[src/rtl/sccb_init_seq.sv]
// rtl/sccb_init_seq.sv - camera register-initialisation sequencer feeding the SCCB master
//
// Purpose:
//   On a rising edge of go, wait a power-up delay, then walk a 64-entry
//   {reg, data} table and issue one SCCB write per entry through the master's
//   one-cycle start strobe. Special entries: {FF,FF} ends the table and
//   {FF,N} waits N delay units without bus traffic. Each transaction is
//   guarded by a timeout. A NACK either aborts the sequence or, when
//   SCCB_INIT_RETRY_EN is defined, retries the same entry up to MAX_RETRY times.
//
// Optional feature macro: SCCB_INIT_RETRY_EN (undefined: any NACK -> ERROR).
//
// Ports:
//   sys_clock      in   system clock
//   reset          in   asynchronous, active-high reset
//   go             in   rising edge starts the sequence (ignored while busy)
//   sccb_start     out  one-cycle request to the SCCB master
//   sccb_dev_addr  out  [7:0] device write ID (constant DEV_ADDR)
//   sccb_reg_addr  out  [7:0] register sub-address of the current entry
//   sccb_wdata     out  [7:0] write data of the current entry
//   sccb_busy      in   master busy; start is withheld while high
//   sccb_done      in   one-cycle completion pulse from the master
//   sccb_nack      in   ACK error, meaningful only with sccb_done
//   init_busy      out  high from go until DONE or ERROR
//   init_done      out  sticky success flag
//   init_err       out  sticky failure flag
//   step_idx       out  [5:0] index of the current table entry
//
// Parameters TABLE_OVERRIDE / TABLE_IMAGE replace the built-in ROM with a
// packed 64x16 image (entry i at bits [16*i +: 16]) for board variants.

module sccb_init_seq #(
  parameter logic [7:0]    DEV_ADDR          = 8'h42,
  parameter int unsigned   DELAY_UNIT_CYCLES = 100000,
  parameter logic [7:0]    POWERUP_UNITS     = 8'd10,
  parameter int unsigned   GAP_CYCLES        = 16,
  parameter int unsigned   TIMEOUT_CYCLES    = 2000000,
  parameter int unsigned   MAX_RETRY         = 3,
  parameter bit            TABLE_OVERRIDE    = 1'b0,
  parameter logic [1023:0] TABLE_IMAGE       = '1
) (
  input  logic       sys_clock,
  input  logic       reset,
  input  logic       go,
  output logic       sccb_start,
  output logic [7:0] sccb_dev_addr,
  output logic [7:0] sccb_reg_addr,
  output logic [7:0] sccb_wdata,
  input  logic       sccb_busy,
  input  logic       sccb_done,
  input  logic       sccb_nack,
  output logic       init_busy,
  output logic       init_done,
  output logic       init_err,
  output logic [5:0] step_idx
);

`ifdef SCCB_INIT_RETRY_EN
  localparam bit RETRY_EN = 1'b1;
`else
  localparam bit RETRY_EN = 1'b0;
`endif

  typedef enum logic [3:0] {
    IDLE,
    POWERUP,
    FETCH,
    ISSUE,
    WAIT_DONE,
    DELAY,
    GAP,
    DONE,
    ERROR
  } state_t;

  // Power-up delay in clocks, saturated to 32 bits.
  localparam logic [39:0] PU_PROD      = 40'(POWERUP_UNITS) * 40'(DELAY_UNIT_CYCLES);
  localparam logic [31:0] POWERUP_LOAD = (PU_PROD[39:32] != 8'd0) ? 32'hFFFF_FFFF : PU_PROD[31:0];

  // The shared down-counter leaves its state when it reads 1, so a load of K
  // keeps the state for exactly K cycles (minimum one).
  localparam logic [31:0] GAP_LOAD     = (GAP_CYCLES == 0) ? 32'd1 : 32'(GAP_CYCLES);

  // The timeout counter is loaded on the start edge and already counts that
  // cycle, hence the minus one.
  localparam logic [31:0] TIMEOUT_LOAD = (TIMEOUT_CYCLES > 1) ? 32'(TIMEOUT_CYCLES - 1) : 32'd1;

  state_t      state;
  logic        go_q;
  logic [31:0] cnt;
  logic [7:0]  retry_cnt;
  logic        gap_retry;   // GAP returns to ISSUE for the same entry
  logic [15:0] entry;

  // Built-in table: OV7670 QVGA RGB565 bring-up.
  function automatic logic [15:0] rom_entry(input logic [5:0] idx);
    logic [15:0] e;
    case (idx)
      6'd0:    e = 16'h1280;  // COM7: soft reset
      6'd1:    e = 16'hFF0A;  // wait 10 units for the reset to settle
      6'd2:    e = 16'h1101;  // CLKRC: prescaler /2
      6'd3:    e = 16'h1214;  // COM7: QVGA, RGB
      6'd4:    e = 16'h40D0;  // COM15: RGB565, full range
      6'd5:    e = 16'h8C00;  // RGB444 off
      6'd6:    e = 16'h3A04;  // TSLB
      6'd7:    e = 16'h3DC0;  // COM13: gamma, UV sat
      6'd8:    e = 16'h1716;  // HSTART
      6'd9:    e = 16'h1804;  // HSTOP
      6'd10:   e = 16'h3280;  // HREF
      6'd11:   e = 16'h1902;  // VSTRT
      6'd12:   e = 16'h1A7A;  // VSTOP
      6'd13:   e = 16'h030A;  // VREF
      6'd14:   e = 16'h0C00;  // COM3
      6'd15:   e = 16'h3E00;  // COM14
      6'd16:   e = 16'h703A;  // scaling X
      6'd17:   e = 16'h7135;  // scaling Y
      6'd18:   e = 16'h7211;  // downsample
      6'd19:   e = 16'h73F0;  // PCLK divider
      6'd20:   e = 16'hA202;  // PCLK delay
      default: e = 16'hFFFF;  // end of table
    endcase
    return e;
  endfunction

  // Delay-entry length in clocks, saturated to 32 bits.
  function automatic logic [31:0] delay_clocks(input logic [7:0] units);
    logic [39:0] p;
    p = 40'(units) * 40'(DELAY_UNIT_CYCLES);
    return (p[39:32] != 8'd0) ? 32'hFFFF_FFFF : p[31:0];
  endfunction

  always_comb begin
    entry = rom_entry(step_idx);
    if (TABLE_OVERRIDE) begin
      entry = TABLE_IMAGE[{step_idx, 4'b0000} +: 16];
    end
  end

  assign sccb_dev_addr = DEV_ADDR;

  always_ff @(posedge sys_clock or posedge reset) begin
    if (reset) begin
      state         <= IDLE;
      go_q          <= 1'b0;
      cnt           <= 32'd0;
      retry_cnt     <= 8'd0;
      gap_retry     <= 1'b0;
      sccb_start    <= 1'b0;
      sccb_reg_addr <= 8'd0;
      sccb_wdata    <= 8'd0;
      init_busy     <= 1'b0;
      init_done     <= 1'b0;
      init_err      <= 1'b0;
      step_idx      <= 6'd0;
    end else begin
      go_q       <= go;
      sccb_start <= 1'b0;

      case (state)
        IDLE: begin
          if (go && !go_q) begin
            init_done <= 1'b0;
            init_err  <= 1'b0;
            init_busy <= 1'b1;
            step_idx  <= 6'd0;
            cnt       <= POWERUP_LOAD;
            state     <= POWERUP;
          end
        end

        POWERUP: begin
          if (cnt <= 32'd1) begin
            state <= FETCH;
          end else begin
            cnt <= cnt - 32'd1;
          end
        end

        FETCH: begin
          retry_cnt     <= 8'd0;
          sccb_reg_addr <= entry[15:8];
          sccb_wdata    <= entry[7:0];
          if (entry == 16'hFFFF) begin
            state <= DONE;
          end else if (entry[15:8] == 8'hFF) begin
            if (entry[7:0] == 8'd0) begin
              // zero-length delay skips straight to the inter-entry gap
              cnt       <= GAP_LOAD;
              gap_retry <= 1'b0;
              state     <= GAP;
            end else begin
              cnt   <= delay_clocks(entry[7:0]);
              state <= DELAY;
            end
          end else begin
            state <= ISSUE;
          end
        end

        ISSUE: begin
          if (!sccb_busy) begin
            sccb_start <= 1'b1;
            cnt        <= TIMEOUT_LOAD;
            state      <= WAIT_DONE;
          end
        end

        WAIT_DONE: begin
          // done is checked first so it wins over a coincident timeout
          if (sccb_done) begin
            if (!sccb_nack) begin
              cnt       <= GAP_LOAD;
              gap_retry <= 1'b0;
              state     <= GAP;
            end else if (RETRY_EN && (32'(retry_cnt) < MAX_RETRY)) begin
              retry_cnt <= retry_cnt + 8'd1;
              cnt       <= GAP_LOAD;
              gap_retry <= 1'b1;
              state     <= GAP;
            end else begin
              state <= ERROR;
            end
          end else if (cnt <= 32'd1) begin
            state <= ERROR;
          end else begin
            cnt <= cnt - 32'd1;
          end
        end

        DELAY: begin
          if (cnt <= 32'd1) begin
            cnt       <= GAP_LOAD;
            gap_retry <= 1'b0;
            state     <= GAP;
          end else begin
            cnt <= cnt - 32'd1;
          end
        end

        GAP: begin
          if (cnt <= 32'd1) begin
            if (gap_retry) begin
              state <= ISSUE;
            end else if (step_idx == 6'd63) begin
              // last slot processed without an end marker: stop, never wrap
              state <= DONE;
            end else begin
              step_idx <= step_idx + 6'd1;
              state    <= FETCH;
            end
          end else begin
            cnt <= cnt - 32'd1;
          end
        end

        DONE: begin
          init_done <= 1'b1;
          init_busy <= 1'b0;
          state     <= IDLE;
        end

        ERROR: begin
          init_err  <= 1'b1;
          init_busy <= 1'b0;
          state     <= IDLE;
        end

        default: begin
          state <= IDLE;
        end
      endcase
    end
  end

endmodule

[config.mk]
export PLATFORM = sky130hd
export DESIGN_NAME = sccb_init_seq
export DESIGN_NICKNAME = d
export VERILOG_FILES = /design/src/rtl/sccb_init_seq.sv
export SDC_FILE = /design/constraint.sdc
export NUM_CORES = 1
export LEC_CHECK = 0
export CELL_PAD_IN_SITES_DETAIL_PLACEMENT = 0
export CELL_PAD_IN_SITES_GLOBAL_PLACEMENT = 1
export CORE_ASPECT_RATIO = 1.2
export CORE_MARGIN = 8
export CORE_UTILIZATION = 46
export DETAILED_ROUTE_END_ITERATION = 6
export GPL_TIMING_DRIVEN = 1
export PLACE_DENSITY = 0.86
export SYNTH_ARGS = -nofsm -noshare
export SYNTH_HDL_FRONTEND = slang
export SYNTH_SLANG_ARGS = --single-unit
[constraint.sdc]
create_clock -name sys_clock -period 6.2 [get_ports sys_clock]
set_input_delay 0.62 -clock sys_clock [delete_from_list [all_inputs] [get_ports sys_clock]]
set_output_delay 0.62 -clock sys_clock [all_outputs]
set_load 0.02 [all_outputs]
Run 1, sequential cells colored by netlist name:
The bar under the picture is 20 um long.
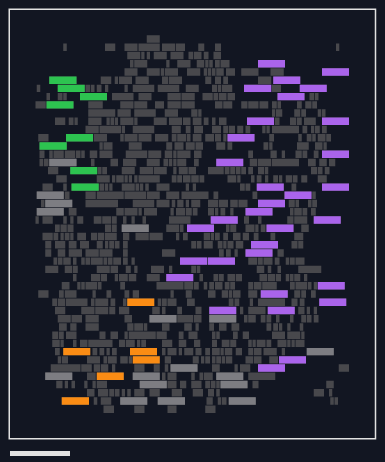
Key: `step_idx` = orange [placed flops 6]; `cnt` = purple [placed flops 32]; `sccb_wdata` = green [placed flops 8, where upper left]
Another 17 sequential cells are not colored.

Run 1, wiring by layer:
Two of the layers only.
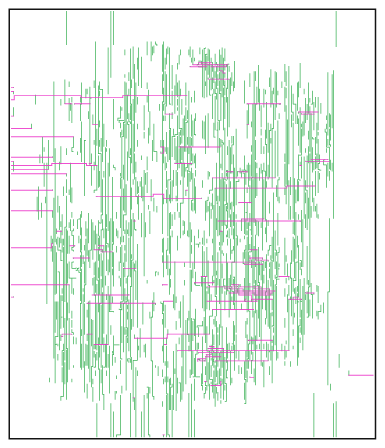
Key: met3 = magenta [wire length 847 um]; met2 = green [wire length 8690 um]

==> impl_metrics.tcl, run 1 <==
# flow metrics
set metrics [dict create \
    fmax_mhz 175 \
    cp_common_cell "ha_1" \
    nets 834 \
    dp_hpwl_um 12800 \
    htreeDepth 3 \
    grt_pass1_wl_um 28100 \
    yosys_cells 718 \
    fp-utilization 0.464 \
    synth-async-reset-ratio 1.00 \
    drc 0 \
    worstPathRequired_ns 6.45 \
    hold-path-endpoint "cnt[29]" \
    ys_types 86 \
    grt_overflow 0 \
    pre_cts_ws_ns 0.573 \
    cts_resized 0 \
    rsz0062_at_grt "false" \
    layout-drive-gt1-share 0.0881 \
    yosys.area.top_type "dfrtp_1" \
    worst_slack_ns 0.492 \
    first_pass_iters 5 \
    die_w_um 121 \
    vias 5441 \
    status "finished clean" \
    slowest_stage "or4b_2" \
]
Run 1, metal 1:
The bar under the picture is 20 um long. Supply wires on this layer in gray. Cells faint in the background.
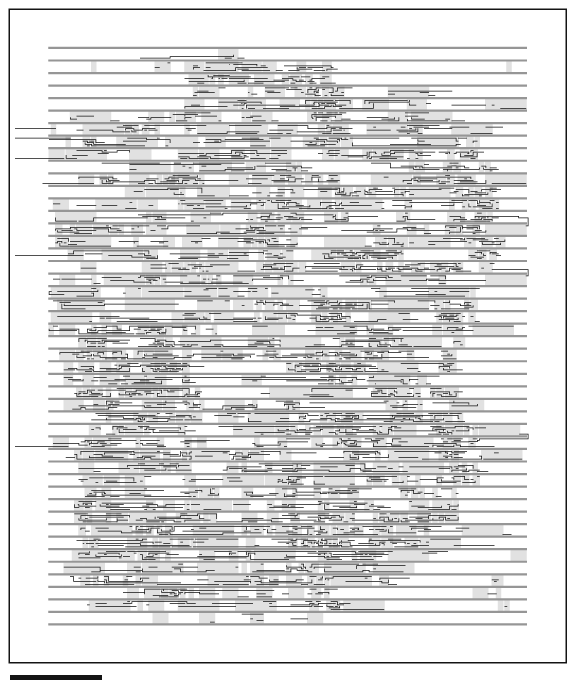
780 nets have wire on it. The longest straight run is 32.7 um. The wires run mostly horizontal. The layer carries 6980 um of wire. The layer holds 41% of the routed length.

-- run 1: stage by stage --
step / std cells / cell area [um^2]
finish: 917 / 6810
global route: 917 / 6810
CTS: 917 / 6810
detailed placement: 902 / 6510
global placement: 902 / 6510
floorplan: 724 / 6060
-- run 1: logic make-up (layout without fill, tap and decap cells) --
group,after synthesis,in the layout,share of synthesized area
AND-OR/OR-AND,213,213,0.240
XOR/XNOR,16,16,0.0232
adder cells (fa/ha/maj),83,83,0.187
buffers and inverters,94,119,0.0700
flip-flops,63,63,0.261
multiplexers,7,7,0.0143
other,2,8,0.00124
AND/OR/NAND/NOR,240,240,0.204
-- run 1: layout make-up --
type,count,area [um^2],area share
multi-input cells,567,4070,0.597
well taps,168,210,0.0309
clock buffers,12,256,0.0377
inverters,53,199,0.0292
repair buffers,51,460,0.0676
clock inverters,3,42.5,0.00625
flip-flops and latches,63,1580,0.231
-- run 1: worst max path at each step --
stage           startpoint      end  slack (ns)  cells after the start
2_1_floorplan  step_idx[1]  cnt[24]        0.75                     22
3_3_place_gp   step_idx[0]  cnt[24]        0.72                     21
3_5_place_dp   step_idx[0]  cnt[24]        0.57                     21
4_1_cts        step_idx[0]  cnt[24]        0.55                     21
5_1_grt        step_idx[0]  cnt[24]        0.19                     21
6_report       step_idx[0]  cnt[24]        0.49                     21
-- run 1: worst reg2reg max path: stages, from the launching register on --
cell,delay [ns]
dfrtp_1,0.46
inv_1,0.20
ha_1,0.33
ha_1,0.20
nand2b_1,0.06
a21oi_1,0.32
o31a_1,0.25
inv_1,0.11
ha_1,0.32
inv_1,0.06
fa_1,0.48
inv_1,0.05
fa_1,0.46
ha_1,0.32
ha_1,0.21
nor3_1,0.32
o2111ai_1,0.21
nand2_1,0.14
o21ai_0,0.12
or4b_2,0.64
and3_1,0.18
o31ai_2,0.16
-- run 1: registers in the layout, indices dropped and copies added, names as in the netlist --
register       flops
cnt               32
go_q               1
init_busy          1
init_done          1
init_err           1
sccb_reg_addr      8
sccb_start         1
sccb_wdata         8
state              4
step_idx           6
-- run 1: cell usage after synthesis, types with 11 or more instances --
| master | n |
|---|---|
| buf_2 | 17 |
| buf_4 | 11 |
| nand2b_1 | 12 |
| ha_1 | 71 |
| xnor2_1 | 11 |
| fa_1 | 12 |
| inv_1 | 51 |
| dfrtp_1 | 63 |
| nor2_1 | 70 |
| o31ai_1 | 13 |
| nand2_1 | 50 |
| a21oi_1 | 45 |
| o21ai_0 | 57 |
| nor3_1 | 31 |
| a31oi_1 | 14 |
-- run 1: routing by layer --
layer | vias to the layer above | part of all wire | GRT usage
met1 | 2590 | 0.41 | 0.239
li1 | 2645 | - | -
met3 | 31 | 0.050 | 0.0421
met4 | 0 | 0.030 | 0.0896
met5 | - | 0 | 0
met2 | 175 | 0.51 | 0.353
==> run 1 -> run 2 <==
==> constraint.sdc (replaced) <==
create_clock -name sys_clock -period 6.2 [get_ports sys_clock]
set_input_delay 1.24 -clock sys_clock [delete_from_list [all_inputs] [get_ports sys_clock]]
set_output_delay 1.24 -clock sys_clock [all_outputs]
set_load 0.02 [all_outputs]
Run 2, sequential cells colored by netlist name:
The bar under the picture is 20 um long.
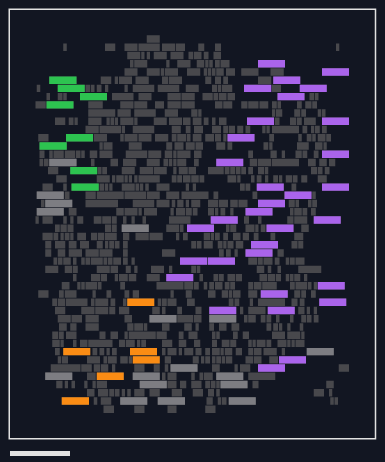
Key: `sccb_wdata` = green [placed flops 8, where upper left]; `cnt` = purple [placed flops 32]; `step_idx` = orange [placed flops 6]
Another 17 sequential cells are not colored.
Final Util: 0.524
flop share of the area: 0.231

Run 2, wiring by layer:
Two of the layers only.
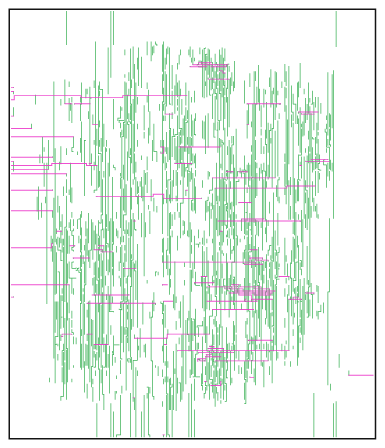
Key: met2 = green [wire length 8690 um]; met3 = magenta [wire length 847 um]
via count: 5441
GRT Util Overall: 0.205
WL per Instance: 18.6 um

==> impl_metrics.tcl, run 2 <==
# flow metrics
set metrics [dict create \
    fmax_mhz 175 \
    wl_met2_um 8690 \
    dp.cells 902 \
    synth.cells.most_frequent "ha_1, nor2_1, dfrtp_1, o21ai_0, inv_1" \
    logic_area_mm2 0.00407 \
    reg_top3 "cnt (32), sccb_reg_addr (8), sccb_wdata (8)" \
    yosys_cells 718 \
    drc 0 \
    status "finished clean" \
    final_cells 917 \
    rsz0062_at_grt "false" \
    slowest_stage "or4b_2" \
    htreeDepth 3 \
    synth-async-reset-ratio 1.00 \
    grt_overflow 0 \
    ys_types 86 \
    largest_reg_flops 32 \
    m1WireLength_um 6980 \
    wl_met3_um 847 \
    yosys.area.top_type "dfrtp_1" \
    first_pass_iters 5 \
    seq_area_mm2 0.00158 \
    top_cell "ha_1" \
    dp_hpwl_um 12800 \
    top_layer_used "met4" \
    worstPathRequired_ns 6.45 \
    cp_common_cell "ha_1" \
    nets 834 \
]
Run 2, metal 1:
The bar under the picture is 20 um long. Supply wires on this layer in gray. Cells faint in the background.
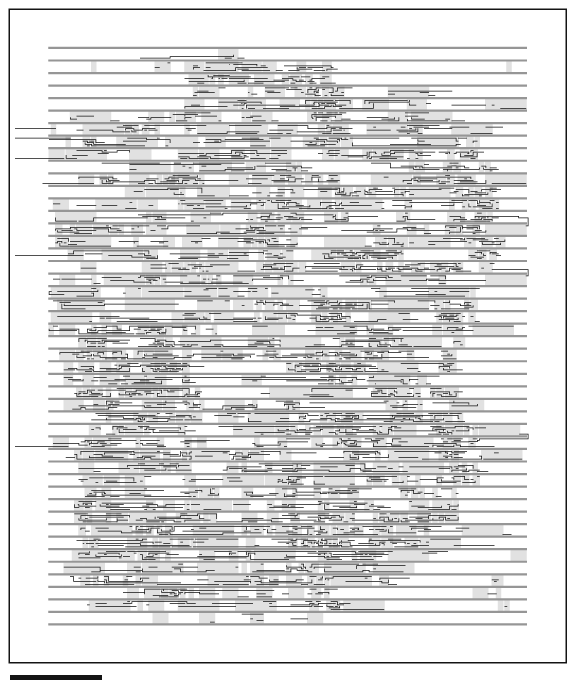
The longest straight run is 32.7 um. The wires run mostly horizontal.
M1 GR Usage: 0.239
Post-Route WL: 17000 um

==> run 2: metrics by stage <==
step	hold slack (ns)	util	worst slack, ns	instance area, um^2
finish	0.471	0.524	0.492	6810
global route	0.498	0.524	0.193	6810
CTS	0.477	0.524	0.551	6810
detailed placement	0.468	0.501	0.573	6510
global placement	0.466	0.501	0.719	6510
floorplan	0.442	-	0.746	6060
==> run 2: worst paths after layout <==
kind | endpoint | cells after the start
max | cnt[24] | 21
min | cnt[29] | 1
max reg2reg | cnt[24] | 21
min reg2reg | cnt[29] | 1
max in group asynchronous | sccb_reg_addr[7] | 3
min in group asynchronous | sccb_start | 3
==> run 2: area by class of cell <==
| class | instances | share of cell area |
|---|---|---|
| multi-input cells | 567 | 0.597 |
| flip-flops and latches | 63 | 0.231 |
| repair buffers | 51 | 0.0676 |
| clock buffers | 12 | 0.0377 |
| well taps | 168 | 0.0309 |
| inverters | 53 | 0.0292 |
| clock inverters | 3 | 0.00625 |
==> run 2: critical path, delay by kind of cell, from the launching register on <==
family,cells,cell delay [ns]
buffers and inverters,4,0.42
and+or+nand+nor,5,1.33
DFF,1,0.46
adders and majority gates,7,2.32
AOI/OAI and AO/OA,5,1.06
==> run 2: logic make-up after synthesis <==
group,synth area share
other cells,0.00124
simple gates,0.204
fa+ha+maj,0.187
flops,0.261
xor+xnor,0.0232
mux,0.0143
buf+inv,0.0700
compound gates,0.240
==> run 2: per-layer routing <==
layer,track usage,vias up
li1,-,2645
met1,0.239,2590
met2,0.353,175
met5,0,-
met4,0.0896,0
met3,0.0421,31
==> run 2 -> run 3 <==
- GPL_ROUTABILITY_DRIVEN: default -> 0
Run 3, routing congestion map:
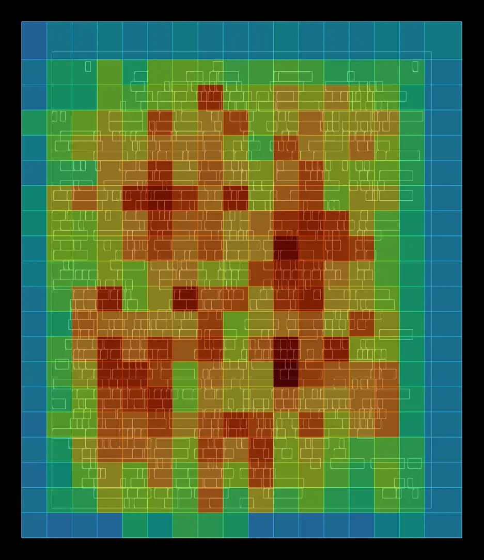
M1 GR Usage: 0.231
GRT Util Overall: 0.195
GRT busiest layer: met2

Run 3, wires at chosen ports, followed through buffers:
The bar under the picture is 20 um long.
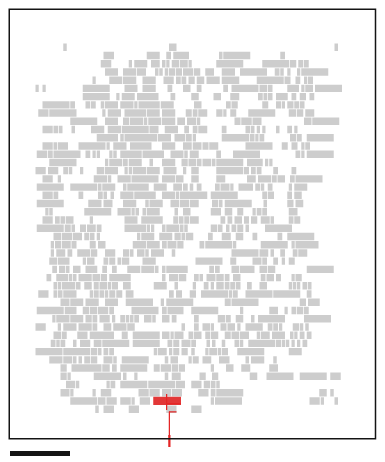
Key: `init_err` = red [bits 1, direction output, edge bottom, end cells 1, buffers 1, wire 20.3 um]

==> impl_metrics.tcl, run 3 <==
# flow metrics
set metrics [dict create \
    cp_num_buf_inv 4 \
    placed_area_mm2 0.00649 \
    die_w_um 121 \
    grt_overflow 0 \
    nets 831 \
    drc 0 \
    top_cell "ha_1" \
    layout-drive-gt1-share 0.0885 \
    mostFrequentLayoutCell "ha_1" \
    dp.cells 899 \
    timing.hold.ws_ns 0.480 \
    synth-seq-cells 63 \
    final_cells 914 \
    worstPathRequired_ns 6.44 \
    synth.cells.most_frequent "ha_1, nor2_1, dfrtp_1, o21ai_0, inv_1" \
    drv_cap 0 \
    path_delay_family "adder cells" \
    cp_common_cell "ha_1" \
    fmax_mhz 171 \
    regMostFlops "cnt" \
    finalWirelength_um 16600 \
    grt_pass1_wl_um 26900 \
    viasPerCell 5.85 \
    vias 5345 \
    synth-async-reset-ratio 1.00 \
    ys_types 86 \
    max_stage_delay_ns 0.64 \
    first_pass_iters 4 \
    wl_per_cell_um 18.2 \
    yosys_cells 718 \
    worst_slack_ns 0.369 \
    htreeDepth 3 \
    pre_cts_ws_ns 0.265 \
    dp_hpwl_um 12400 \
    finish.instance_area_mm2 0.00681 \
    slowest_stage "or4b_2" \
    reg_top3 "cnt (32), sccb_reg_addr (8), sccb_wdata (8)" \
    status "finished clean" \
    post-route-util 0.523 \
    clockRootBuffer "clkbuf_16" \
    yosys.area.top_type "dfrtp_1" \
    largest_reg_flops 32 \
    fp-utilization 0.464 \
]
Run 3, metal 1:
The bar under the picture is 20 um long. Supply wires on this layer in gray. Cells faint in the background.
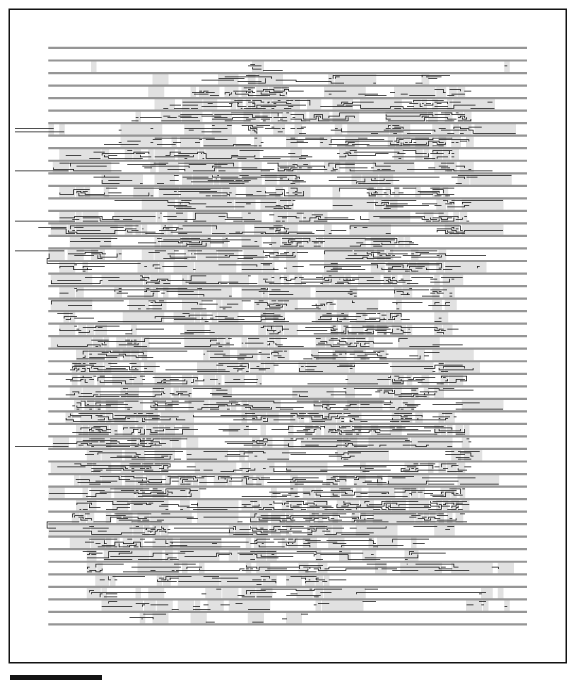
767 nets have wire on it. The wires run mostly horizontal. The longest straight run is 31.3 um. The layer holds 44% of the routed length. The layer carries 7310 um of wire.

[run 3: cell counts after synthesis]
Identical to the previous run, type by type.
[run 3: layer usage]
layer,vias up,GRT usage,wire length [um]
li1,2640,-,-
met1,2563,0.231,7310
met2,113,0.344,8260
met3,29,0.0326,650
met4,0,0.0764,417
met5,-,0,0
[run 3: worst paths after layout]
| kind | end | cells past startpoint | slack, ns | startpoint |
|---|---|---|---|---|
| worst min register to register | sccb_reg_addr[7] | 2 | 0.48 | sccb_reg_addr[7] |
| worst min-delay path | sccb_reg_addr[7] | 2 | 0.48 | sccb_reg_addr[7] |
| worst max-delay path | cnt[24] | 21 | 0.37 | step_idx[1] |
| worst max register to register | cnt[24] | 21 | 0.37 | step_idx[1] |
| max in group asynchronous | cnt[25] | 3 | 4.17 | reset |
| min in group asynchronous | sccb_start | 3 | 1.48 | reset |
[run 3: layout make-up]
class | instances | area [um^2]
Clock buffer | 12 | 256
Sequential cell | 63 | 1580
Timing Repair Buffer | 48 | 438
Tap cell | 168 | 210
Inverter | 53 | 199
Multi-Input combinational cell | 567 | 4080
Fill cell | 1265 | 6200
Clock inverter | 3 | 42.5
[run 3: worst reg2reg max path: cells and delay by family, from the launching register on]
| kind | cells | cell delay [ns] |
|---|---|---|
| buf+inv | 4 | 0.48 |
| fa+ha+maj | 7 | 2.43 |
| compound gates | 5 | 0.96 |
| flops | 1 | 0.58 |
| simple gates | 5 | 1.28 |
[run 3: kinds of logic (layout without fill, tap and decap cells)]
logic type / count (synthesis) / in the layout / synth area share
xor gates and xnor gates: 16 / 16 / 0.0232
muxes: 7 / 7 / 0.0143
adders and majority gates: 83 / 83 / 0.187
other: 2 / 8 / 0.00124
and+or+nand+nor: 240 / 240 / 0.204
DFF: 63 / 63 / 0.261
AOI/OAI and AO/OA: 213 / 213 / 0.240
buffers and inverters: 94 / 116 / 0.0700
[run 3: timing repair]
item                                    4_1_cts  5_1_grt
gates resized                                 0        3
endpoints found under the setup margin        0        2
hold buffers                                  0        0
setup buffers                                 0        0
